**config.mk**
```make
export PLATFORM = sky130hd
export DESIGN_NAME = cache_line_fill_ctrl_flat
export DESIGN_NICKNAME = d
export VERILOG_FILES = /design/src/rtl/cache_line_fill_ctrl_if.sv /design/src/rtl/cache_line_fill_ctrl.sv /design/src/flat_wrapper.sv
export SDC_FILE = /design/constraint.sdc
export NUM_CORES = 1
export LEC_CHECK = 0
export CAP_MARGIN = 10
export CORE_ASPECT_RATIO = 1.75
export CORE_MARGIN = 2
export CORE_UTILIZATION = 45
export CTS_BUF_LIST = sky130_fd_sc_hd__clkbuf_4
export CTS_CLUSTER_SIZE = 30
export DETAILED_ROUTE_END_ITERATION = 10
export GPL_TIMING_DRIVEN = 0
export PLACE_DENSITY = 0.88
export SLEW_MARGIN = 40
export SYNTH_ARGS = -nofsm -noshare
export SYNTH_HDL_FRONTEND = slang
export SYNTH_SLANG_ARGS = --single-unit
```
**constraint.sdc**
```tcl
create_clock -name clk -period 6 [get_ports clk]
set_input_delay 1.2 -clock clk [delete_from_list [all_inputs] [get_ports clk]]
set_output_delay 1.2 -clock clk [all_outputs]
set_load 0.02 [all_outputs]
```
**src/rtl/cache_line_fill_ctrl_if.sv**
```systemverilog
// Bundle between the miss sequencer (master) and the cache tag logic, data array
// and lower-level memory port (slave).
interface cache_line_fill_ctrl_if #(
    parameter int BEAT_W = 4
);
    logic              req_valid;
    logic              req_ready;
    logic [31:0]       req_addr;
    logic              req_dirty;
    logic [31:0]       req_victim_addr;
    logic              wb_rd_en;
    logic [BEAT_W-1:0] wb_beat;
    logic [31:0]       wb_rdata;
    logic              mem_req;
    logic              mem_we;
    logic [31:0]       mem_addr;
    logic [31:0]       mem_wdata;
    logic              mem_gnt;
    logic              mem_rvalid;
    logic [31:0]       mem_rdata;
    logic              fill_we;
    logic [BEAT_W-1:0] fill_beat;
    logic [31:0]       fill_data;
    logic              done;
    logic              busy;
    logic [31:0]       wb_count;
    logic [31:0]       fill_count;

    modport master (
        input  req_valid, req_addr, req_dirty, req_victim_addr, wb_rdata,
               mem_gnt, mem_rvalid, mem_rdata,
        output req_ready, wb_rd_en, wb_beat, mem_req, mem_we, mem_addr, mem_wdata,
               fill_we, fill_beat, fill_data, done, busy, wb_count, fill_count
    );

    modport slave (
        output req_valid, req_addr, req_dirty, req_victim_addr, wb_rdata,
               mem_gnt, mem_rvalid, mem_rdata,
        input  req_ready, wb_rd_en, wb_beat, mem_req, mem_we, mem_addr, mem_wdata,
               fill_we, fill_beat, fill_data, done, busy, wb_count, fill_count
    );
endinterface

```
**src/rtl/cache_line_fill_ctrl.sv**
```systemverilog
// Cache miss sequencer: optional dirty-victim writeback, then a beat-by-beat line
// fill into the data array, one line operation at a time, with saturating stats.
module cache_line_fill_ctrl #(
    parameter int LINE_SIZE  = 64,
    parameter int BEAT_BYTES = 4
) (
    input  logic                  clk,
    input  logic                  rst_n,
    cache_line_fill_ctrl_if.master bus
);
    localparam int BEATS    = LINE_SIZE / BEAT_BYTES;
    localparam int BEAT_W   = $clog2(BEATS);
    localparam int OFFSET_W = $clog2(LINE_SIZE);
    localparam logic [BEAT_W-1:0] LAST_BEAT = BEAT_W'(BEATS - 1);

    typedef enum logic [2:0] {IDLE, WB, FILL_REQ, FILL_WAIT, DONE} state_t;

    state_t            state, state_d;
    logic [BEAT_W-1:0] beat, beat_d;
    logic [31:0]       miss_base, victim_base;
    logic [31:0]       wb_cnt, fill_cnt;
    logic [31:0]       beat_off;
    logic              accept, wb_inc, fill_inc;

    assign beat_off       = 32'(beat) * 32'(BEAT_BYTES);
    assign bus.busy       = (state != IDLE);
    assign bus.wb_count   = wb_cnt;
    assign bus.fill_count = fill_cnt;

    always_ff @(posedge clk or negedge rst_n) begin
        if (!rst_n) begin
            state <= IDLE;
            beat  <= '0;
        end else begin
            state <= state_d;
            beat  <= beat_d;
        end
    end

    // Line bases drop the byte offset so beats always start at offset 0.
    always_ff @(posedge clk or negedge rst_n) begin
        if (!rst_n) begin
            miss_base   <= '0;
            victim_base <= '0;
        end else if (accept) begin
            miss_base   <= {bus.req_addr[31:OFFSET_W], {OFFSET_W{1'b0}}};
            victim_base <= {bus.req_victim_addr[31:OFFSET_W], {OFFSET_W{1'b0}}};
        end
    end

    always_ff @(posedge clk or negedge rst_n) begin
        if (!rst_n) begin
            wb_cnt   <= '0;
            fill_cnt <= '0;
        end else begin
            if (wb_inc && wb_cnt != 32'hFFFF_FFFF)     wb_cnt   <= wb_cnt + 32'd1;
            if (fill_inc && fill_cnt != 32'hFFFF_FFFF) fill_cnt <= fill_cnt + 32'd1;
        end
    end

    always_comb begin
        state_d       = state;
        beat_d        = beat;
        accept        = 1'b0;
        wb_inc        = 1'b0;
        fill_inc      = 1'b0;
        bus.req_ready = 1'b0;
        bus.wb_rd_en  = 1'b0;
        bus.wb_beat   = '0;
        bus.mem_req   = 1'b0;
        bus.mem_we    = 1'b0;
        bus.mem_addr  = '0;
        bus.mem_wdata = '0;
        bus.fill_we   = 1'b0;
        bus.fill_beat = '0;
        bus.fill_data = '0;
        bus.done      = 1'b0;
        case (state)
            IDLE: begin
                bus.req_ready = 1'b1;
                if (bus.req_valid) begin
                    accept  = 1'b1;
                    beat_d  = '0;
                    state_d = bus.req_dirty ? WB : FILL_REQ;
                end
            end
            WB: begin
                // Array read is combinational, so the beat is offered as write data directly.
                bus.mem_req   = 1'b1;
                bus.mem_we    = 1'b1;
                bus.wb_rd_en  = 1'b1;
                bus.wb_beat   = beat;
                bus.mem_addr  = victim_base + beat_off;
                bus.mem_wdata = bus.wb_rdata;
                if (bus.mem_gnt) begin
                    if (beat == LAST_BEAT) begin
                        beat_d  = '0;
                        wb_inc  = 1'b1;
                        state_d = FILL_REQ;
                    end else begin
                        beat_d = beat + 1'b1;
                    end
                end
            end
            FILL_REQ: begin
                bus.mem_req  = 1'b1;
                bus.mem_addr = miss_base + beat_off;
                if (bus.mem_gnt) state_d = FILL_WAIT;
            end
            FILL_WAIT: begin
                if (bus.mem_rvalid) begin
                    bus.fill_we   = 1'b1;
                    bus.fill_beat = beat;
                    bus.fill_data = bus.mem_rdata;
                    if (beat == LAST_BEAT) begin
                        state_d = DONE;
                    end else begin
                        beat_d  = beat + 1'b1;
                        state_d = FILL_REQ;
                    end
                end
            end
            DONE: begin
                bus.done = 1'b1;
                fill_inc = 1'b1;
                state_d  = IDLE;
            end
            default: state_d = IDLE;
        endcase
    end
endmodule

```
**src/flat_wrapper.sv**
```systemverilog
// flat-port wrapper written by rule: the top's interface ports become plain ports
module cache_line_fill_ctrl_flat 
#(
    parameter int LINE_SIZE  = 64,
    parameter int BEAT_BYTES = 4
)
  (clk, rst_n, bus_req_valid, bus_req_addr, bus_req_dirty, bus_req_victim_addr, bus_wb_rdata, bus_mem_gnt, bus_mem_rvalid, bus_mem_rdata, bus_req_ready, bus_wb_rd_en, bus_wb_beat, bus_mem_req, bus_mem_we, bus_mem_addr, bus_mem_wdata, bus_fill_we, bus_fill_beat, bus_fill_data, bus_done, bus_busy, bus_wb_count, bus_fill_count);
  cache_line_fill_ctrl_if #(.BEAT_W(4)) bus_i ();
  input  logic clk;
  input  logic rst_n;
  input wire logic [$bits(bus_i.req_valid)-1:0] bus_req_valid;
  input wire logic [$bits(bus_i.req_addr)-1:0] bus_req_addr;
  input wire logic [$bits(bus_i.req_dirty)-1:0] bus_req_dirty;
  input wire logic [$bits(bus_i.req_victim_addr)-1:0] bus_req_victim_addr;
  input wire logic [$bits(bus_i.wb_rdata)-1:0] bus_wb_rdata;
  input wire logic [$bits(bus_i.mem_gnt)-1:0] bus_mem_gnt;
  input wire logic [$bits(bus_i.mem_rvalid)-1:0] bus_mem_rvalid;
  input wire logic [$bits(bus_i.mem_rdata)-1:0] bus_mem_rdata;
  output wire logic [$bits(bus_i.req_ready)-1:0] bus_req_ready;
  output wire logic [$bits(bus_i.wb_rd_en)-1:0] bus_wb_rd_en;
  output wire logic [$bits(bus_i.wb_beat)-1:0] bus_wb_beat;
  output wire logic [$bits(bus_i.mem_req)-1:0] bus_mem_req;
  output wire logic [$bits(bus_i.mem_we)-1:0] bus_mem_we;
  output wire logic [$bits(bus_i.mem_addr)-1:0] bus_mem_addr;
  output wire logic [$bits(bus_i.mem_wdata)-1:0] bus_mem_wdata;
  output wire logic [$bits(bus_i.fill_we)-1:0] bus_fill_we;
  output wire logic [$bits(bus_i.fill_beat)-1:0] bus_fill_beat;
  output wire logic [$bits(bus_i.fill_data)-1:0] bus_fill_data;
  output wire logic [$bits(bus_i.done)-1:0] bus_done;
  output wire logic [$bits(bus_i.busy)-1:0] bus_busy;
  output wire logic [$bits(bus_i.wb_count)-1:0] bus_wb_count;
  output wire logic [$bits(bus_i.fill_count)-1:0] bus_fill_count;
  assign bus_i.req_valid = bus_req_valid;
  assign bus_i.req_addr = bus_req_addr;
  assign bus_i.req_dirty = bus_req_dirty;
  assign bus_i.req_victim_addr = bus_req_victim_addr;
  assign bus_i.wb_rdata = bus_wb_rdata;
  assign bus_i.mem_gnt = bus_mem_gnt;
  assign bus_i.mem_rvalid = bus_mem_rvalid;
  assign bus_i.mem_rdata = bus_mem_rdata;
  assign bus_req_ready = bus_i.req_ready;
  assign bus_wb_rd_en = bus_i.wb_rd_en;
  assign bus_wb_beat = bus_i.wb_beat;
  assign bus_mem_req = bus_i.mem_req;
  assign bus_mem_we = bus_i.mem_we;
  assign bus_mem_addr = bus_i.mem_addr;
  assign bus_mem_wdata = bus_i.mem_wdata;
  assign bus_fill_we = bus_i.fill_we;
  assign bus_fill_beat = bus_i.fill_beat;
  assign bus_fill_data = bus_i.fill_data;
  assign bus_done = bus_i.done;
  assign bus_busy = bus_i.busy;
  assign bus_wb_count = bus_i.wb_count;
  assign bus_fill_count = bus_i.fill_count;
  cache_line_fill_ctrl #(.LINE_SIZE(LINE_SIZE), .BEAT_BYTES(BEAT_BYTES)) u_core (.clk(clk), .rst_n(rst_n), .bus(bus_i));
endmodule
```
==> impl_summary.log <==
[flow] final metrics
INFO  metric path_clk_slew = 0.11 ns
INFO  metric worst_hold_path.num_cells = 1
INFO  metric total_power_per_unit_cell_area = 326.3 nW/µm²
INFO  metric comb-power = 1.44 mW
INFO  metric max-clock-path-buffers = 2
INFO  metric critical-path-top-delay-family = buffers and inverters
INFO  metric critical_path.endpoint = bus_fill_data[23]
INFO  metric critPathMostFrequentCell = clkdlybuf4s50_1
INFO  metric run_status = complete, no violations
INFO  metric n_tap_cell = approximately 180
INFO  metric synthTopCellsByArea = dfrtp_1, mux2_2, and2_1
INFO  metric grt_pass1_wl = between 30000 and 40000 µm
INFO  metric r2r_slack = around 3.6 ns
INFO  metric maximum_single_stage_delay_on_the_critical_path = approximately 0.63 ns
INFO  metric via_count = 5897
INFO  metric nNonClkInverters = 11
INFO  metric ys_ff = ~120
INFO  metric grt_start_max_net_pins = 71
INFO  metric timing.slew.headroom = 53.79%
INFO  metric worst_setup_path_end_kind = output pin
INFO  metric path_buffers = 3
INFO  metric drv_slew = 0
INFO  metric finish.cell_count_without_fillers = around 1.1k
INFO  metric synthAoiAreaFrac = about 5.5%
INFO  metric final_setup_margin = 1.299 ns
INFO  metric report.power.total = 3.216 mW
INFO  metric via_count_of_the_first_global_routing_pass = approximately 6k
INFO  metric numPortBuffers = between 200 and 300
INFO  metric holdPathEnd = u_core.bus.fill_count[31]
INFO  metric sh_seq_area = between 30 and 40%
INFO  metric synth.yosys.warnings = 0
INFO  metric synth_unique_cells = 46
INFO  metric cell_internal_pwr = ~2.1 mW
INFO  metric ff2ff_path_depth = 7
INFO  metric rsz_0062_raised_after_global_routing = false
INFO  metric wp_data_required = approximately 4.8 ns
INFO  metric timing.final.crit_period = about 4.7 ns
INFO  metric level_count_of_the_clock_h_tree = 4
INFO  metric globalRoute.totalOverflow = 0
INFO  metric final_cell_mix = clkdlybuf4s50_1, dfrtp_1, and2_1, mux2_2, xor2_1
==> layer usage <==
metal | global-route usage [%] | share of wire, % | wire (µm) | up-vias
met4 | 13.77 | 4.4 | 913 | 4
met1 | 29.61 | 35 | 7160 | 2829
li1 | - | - | - | 2719
met5 | 0 | 0.13 | 26 | -
met2 | 46.89 | 51 | 10610 | 289
met3 | 9.850 | 9.4 | 1945 | 56
==> sequential cells by signal, indices dropped and copies added, names as in the netlist <==
register	flops
u_core.beat	4
u_core.miss_base	26
u_core.state	3
u_core.bus.fill_count	32
u_core.bus.wb_count	32
u_core.victim_base	26
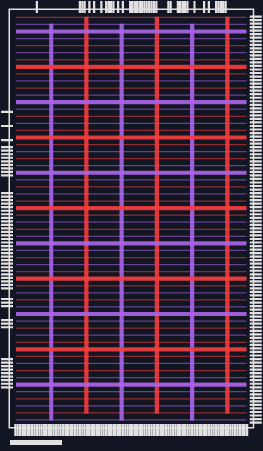
Figure 1: power grid.
Bar = 20 µm. Pins as bars on the die edge.
Key: VSS = purple; VDD = red
58 met1 rails follow the rows. 6 straps on met4. 309 signal pins sit on the boundary.

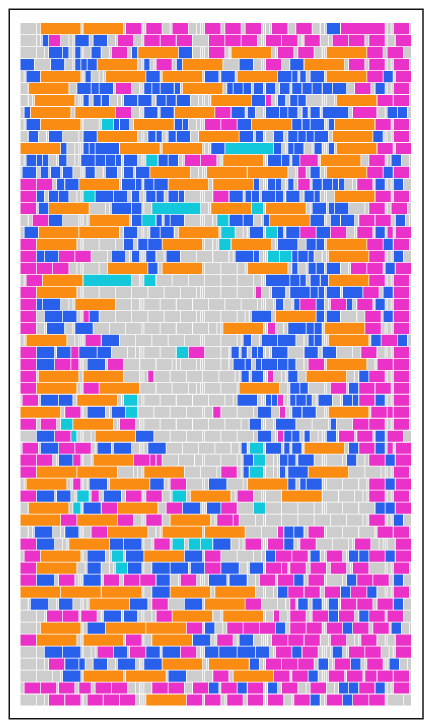
Figure 2: placed cells, one color a class.
Fill, decap, tap and diode cells in gray.
Key: registers = orange [cells 123, share of their area 32%]; clock drivers and dummy loads = cyan [cells 32, share of their area 3.2%]; remaining logic cells = blue [cells 434, share of their area 32%]; remaining buffers and delay cells = magenta [cells 326, share of their area 32%]

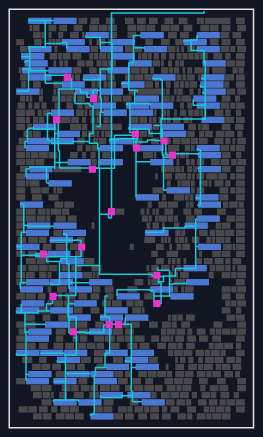
Figure 3: routed clock nets over the placement.
Key: clock wires = cyan [length 1550 µm]; clock-net drivers = magenta [count 17]; flip-flops = blue [count 123]
There are 18 routed clock nets.
Clk network pwr share: 19.6%
power in the clock group: 0.631 mW

Power figures rest on the tool's default switching activity, not on a simulated workload.
